**Run 1: floorplan with the power grid**

Drawn at 6 px/micron. Pins as bars on the die edge.
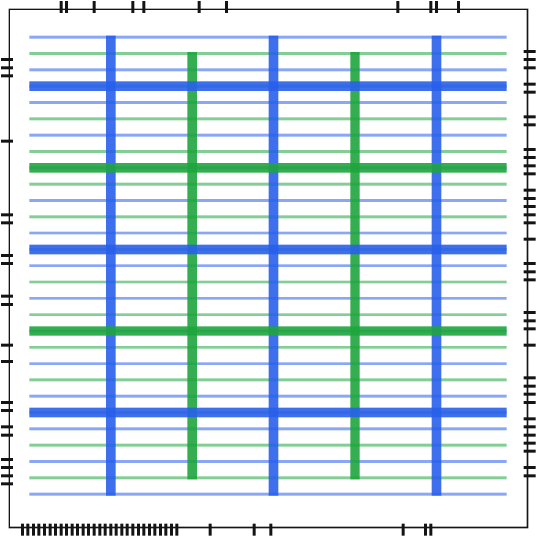
**Run 1: wire density map**

Drawn at 4 px/micron. 17 x 17 tiles, from dark purple (low) to yellow (high), scaled to the fullest tile. Values are wire area over tile area, all layers added.
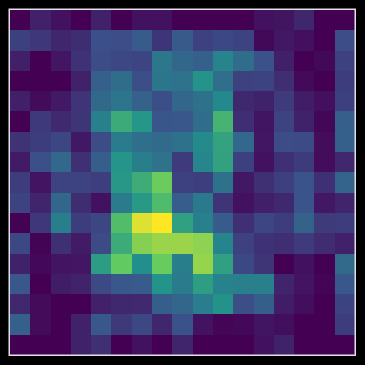
**Run 1: layout detail**

Window x 18 to 68, y 35 to 85 microns. Cells in grey, sequential cells in the stronger grey; small squares are vias.
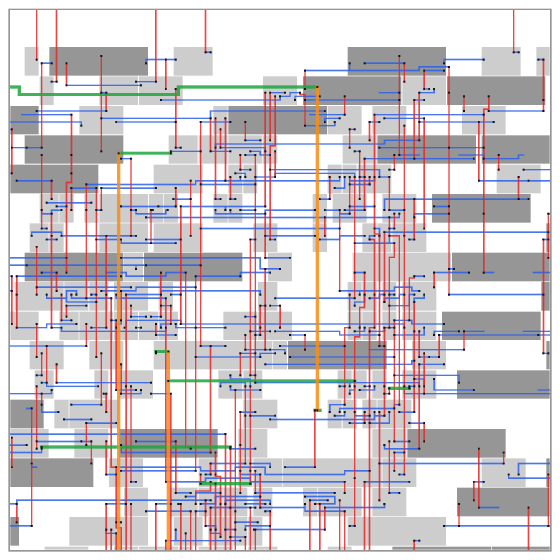
==> config.mk <==
export PLATFORM = sky130hd
export DESIGN_NAME = receiver
export DESIGN_NICKNAME = d
export VERILOG_FILES = /design/src/rtl/receiver.sv
export SDC_FILE = /design/constraint.sdc
export NUM_CORES = 1
export LEC_CHECK = 0
export CORE_MARGIN = 3
export CORE_UTILIZATION = 46
export CTS_BUF_LIST = sky130_fd_sc_hd__clkbuf_16
export DETAILED_ROUTE_END_ITERATION = 8
export PLACE_DENSITY_LB_ADDON = 0.08
export SETUP_SLACK_MARGIN = 0.3
export SLEW_MARGIN = 0
export SYNTH_ARGS = -nofsm -noshare
export SYNTH_HDL_FRONTEND = slang
export SYNTH_SLANG_ARGS = --single-unit
==> constraint.sdc <==
create_clock -name the_new_generated_clock -period 3.2 [get_ports the_new_generated_clock]
set_input_delay 0.64 -clock the_new_generated_clock [delete_from_list [all_inputs] [get_ports the_new_generated_clock]]
set_output_delay 0.64 -clock the_new_generated_clock [all_outputs]
set_load 0.02 [all_outputs]
==> impl_metrics.env, run 1 <==
# source this file to load flow results
export IMPL_hold_path_depth=0
export IMPL_placed_area_sq_um=3083
export IMPL_dpl_worst_slack_ns=0.2466
export IMPL_ys_flop_type="dfrtp_1"
export IMPL_grt_start_max_net_pins=48
export IMPL_htreeDepth=2
export IMPL_finalHoldViolations=0
export IMPL_gp_congestion=0.8469
export IMPL_flop_area_sq_um=1180
export IMPL_cts_buffer_depth=2
export IMPL_path_delay_family="simple AND/OR/NAND/NOR gates"
export IMPL_setup_viol=0
export IMPL_grt_ovfl_total=0
export IMPL_final_cell_mix="50 x conb_1, 44 x dfrtp_1, 38 x nand2_1"
export IMPL_grt_pass1_wl_microns=8942
export IMPL_finalPower_w=0.001560
export IMPL_cts_hold_buf=0
export IMPL_slew_headroom=0.3067
export IMPL_post_route_period_util=0.8384
export IMPL_rows=28
export IMPL_p_int_w=0.001125
export IMPL_viasPerCell=5.061
export IMPL_cts_inserted_buffers=5
export IMPL_status="finished clean"
export IMPL_layout_cells_most_common="conb_1"
export IMPL_mi_logic_area_sq_um=1471
export IMPL_drt_iter0_drc=74
export IMPL_finalClockSkew_ns=0.005290
export IMPL_fp_util=0.4874
export IMPL_synth_warnings=0
export IMPL_post_synth_inst_count=312
export IMPL_crit_path_start_kind="input pin"
export IMPL_yosys_area_sq_um=2954
export IMPL_io_pin_count=101
export IMPL_finalInstanceArea_sq_um=3247
export IMPL_drtPass1Iterations=4
export IMPL_tool_warnings=53
export IMPL_dpl_hpwl_microns=4056
export IMPL_drc=0
export IMPL_p_clk_frac=0.367
export IMPL_slowest_delay_ns=0.59
export IMPL_syn_to_final_growth_pct=9.911
export IMPL_clock_latency_late_pin_ns=0.28
export IMPL_postLayoutCoreUtil=0.5357
About 'floorplan with the power grid':
legend:
  VDD:
    colour: green
  VSS:
    colour: blue
met4 straps: 5
signal pins: 101
met1 rails: 29
Die W: 86.14 microns
core area: 6061 sq um
Max IR drop VDD: 214.3 uV

About 'wire density map':
mean over tiles: 0.12
densest ninth of the die: centre
nearly empty tiles: 14%
fullest tile: 0.55
tiles over half the peak: 10%
Total GRT Usage: 0.1515
via count: 2085
routed wire length per instance: 13.01 microns
Total Wirelength: 5359 microns

About 'layout detail':
legend:
  metal 1:
    colour: blue
  metal 3:
    colour: green
  metal 4:
    colour: orange
  metal 2:
    colour: red
cells with their middle in the window: 137
sequential cells in the window: 20
most frequent: nand2_1 (29), dfrtp_1 (20), xnor2_1 (10)

[run 1: kinds of logic after synthesis]
| logic type | share of synthesized area |
|---|---|
| other | 0.001269 |
| DFF | 0.3994 |
| adders and majority gates | 0.02541 |
| and+or+nand+nor | 0.1724 |
| muxes | 0.06438 |
| buffers and inverters | 0.1648 |
| AOI/OAI and AO/OA | 0.1279 |
| xor gates and xnor gates | 0.04447 |
[run 1: synth_stat cells (5+ instances only)]
library cell / count / area, sq um
a22o_1: 9 / 78.83
buf_4: 54 / 405.4
clkbuf_1: 7 / 26.28
dfrtp_1: 44 / 1101
ha_1: 6 / 75.07
inv_1: 12 / 45.04
mux2_1: 11 / 123.9
mux2_2: 5 / 56.30
nand2_1: 38 / 142.6
nand2b_1: 8 / 50.05
nor2_1: 15 / 56.30
nor3_1: 8 / 40.04
o21ai_0: 7 / 35.03
o21ai_1: 9 / 45.04
xnor2_1: 10 / 87.58
xor2_1: 5 / 43.79
[run 1: stage by stage]
stage          hold WS (ns)  std cells
2_1_floorplan        0.3444        361
3_3_place_gp         0.3460        404
3_5_place_dp         0.3490        404
4_1_cts              0.3584        412
5_1_grt              0.3644        412
6_report             0.3571        412
[run 1: routing by layer]
metal  global-route usage  share of wire  up-vias
met5                    0              0        -
li1                     -              -     1021
met4              0.06187          0.022        0
met1               0.2080           0.46      961
met3              0.02690          0.081        9
met2               0.2362           0.43       94
[run 1: power by group through the flow]
stage	Combinational, W	Clock (W)	Sequential [W]
after floorplan	0.000286	0	0.000673
after global placement	0.000311	0	0.000684
after detailed placement	0.000313	0	0.000685
after CTS	0.000315	0.000594	0.000674
after global routing	0.000350	0.000615	0.000680
final	0.000314	0.000573	0.000673
[run 1: final cells by class]
cell class,count,area share
clock buffer,5,0.03854
clock inverter,3,0.01195
inverter,12,0.01387
multi-input combinational,239,0.4532
sequential,47,0.3634
tap,75,0.02890
timing repair buffer,31,0.09017
**Run 1: placement view**

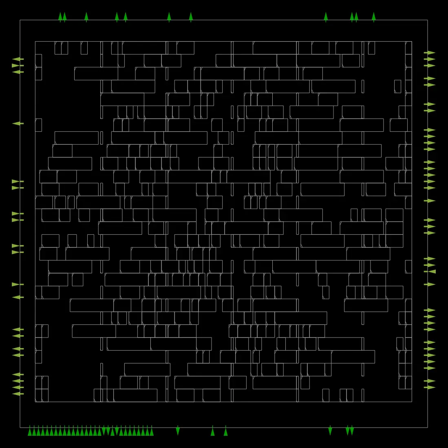

==> run 2, diff against run 1 <==
Settings changed: CORE_UTILIZATION 46 to 42.
Clock period 3.2 ns to 2.25 ns, I/O delays scaled along.
**Run 2: placement view**

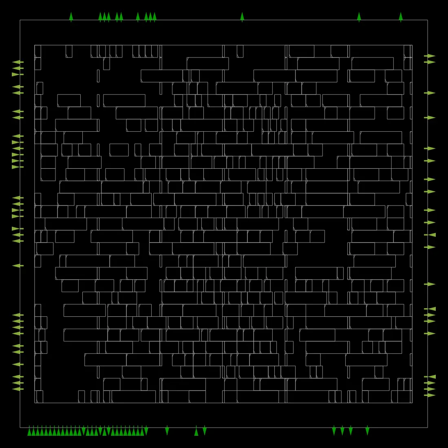
flop count: 47
core area: 6568 sq um

==> run 2 against run 1 <==
Compared with the run above: the run now ends with setup timing left; via count rose by 8.5%; clock-buffer cell count did not move; sequential power rose by 42%; clock power rose by 27%; sequential share of layout area fell by 7.2 points; first-iteration DRC count rose by 36%; clock skew barely moved; hold slack got worse by 0.16 ns; worst setup slack got worse by 0.54 ns; total power rose by 50%; synthesized area did not move; largest power group unchanged.
==> impl_metrics.env, run 2 <==
# source this file to load flow results
export IMPL_p_int_w=0.001609
export IMPL_ys_flop_type="dfrtp_1"
export IMPL_status="complete, but fails checks"
export IMPL_ys_sh_xor=0.04447
export IMPL_clock_latency_late_pin_ns=0.28
export IMPL_grt_start_max_net_pins=30
export IMPL_die_width_microns=89.87
export IMPL_gp_congestion=0.8165
export IMPL_yosys_top_cells_count="54 x buf_4, 44 x dfrtp_1, 38 x nand2_1"
export IMPL_dp_cells=457
export IMPL_layout_cells_most_common="conb_1"
export IMPL_mi_logic_area_sq_um=1805
export IMPL_drtPass1Iterations=6
export IMPL_dpl_worst_slack_ns=-0.2966
export IMPL_violations="setup timing"
export IMPL_io_pin_count=101
export IMPL_finalHoldViolations=0
export IMPL_setup_viol=2
export IMPL_htreeDepth=2
export IMPL_vdd_drop_max_uv=353.2
export IMPL_setup_ws_ns=-0.02593
export IMPL_p_clk_frac=0.311
export IMPL_drt_iter0_drc=101
export IMPL_cts_inserted_buffers=5
run 2: cell counts after synthesis:
Identical to the previous run, type by type.
run 2: repair_timing:
item | 4_1_cts | 5_1_grt
gates resized | 38 | 34
hold buffers | 0 | 0
pin swaps | 9 | 10
buffers inserted | 11 | 7
gates cloned | 0 | 1
setup endpoints to repair | 38 | 45
endpoints found under the hold margin | 0 | 0
run 2: power by group through the flow:
stage	clock (W)	combinational (W)	sequential [W]
after floorplan	0	0.000436	0.000959
after global placement	0	0.000550	0.000966
after detailed placement	0	0.000559	0.000969
after CTS	0.000750	0.000618	0.000953
after global routing	0.000783	0.000714	0.000966
final	0.000725	0.000654	0.000955
run 2: layer usage:
metal  vias up  track usage  wire length (microns)
met5         -            0                      0
met4         0      0.04974                    129
met3        10      0.02838                    338
met2        70       0.2694                   3100
met1      1055       0.2196                   3117
li1       1128            -                      -
run 2: kinds of logic after synthesis:
| group | after synthesis |
|---|---|
| compound gates | 53 |
| fa+ha+maj | 6 |
| xor+xnor | 15 |
| buf+inv | 75 |
| flops | 47 |
| other cells | 1 |
| simple gates | 98 |
| mux | 17 |
run 2: worst register-to-register path: cells and delay by family (launching register included):
family	cells	cell delay (ns)
compound gates	3	0.77
simple gates	2	0.64
flops	1	0.44
mux	1	0.31
run 2: per-stage QoR:
stage	setup TNS, ns	utilization
after CTS	0	0.5841
after global placement	-5.967	0.5275
final	-0.04991	0.6167
after global routing	-0.2508	0.6167
after detailed placement	-6.191	0.5275
after floorplan	-0.07462	-
run 2: cell type report:
type	count	share of cell area
Clock buffer	5	0.03089
Inverter	12	0.01112
Clock inverter	3	0.004634
Tap cell	93	0.02873
Timing Repair Buffer	84	0.1872
Sequential cell	47	0.2916
Multi-Input combinational cell	240	0.4458
Power and IR drop assume default switching activity.
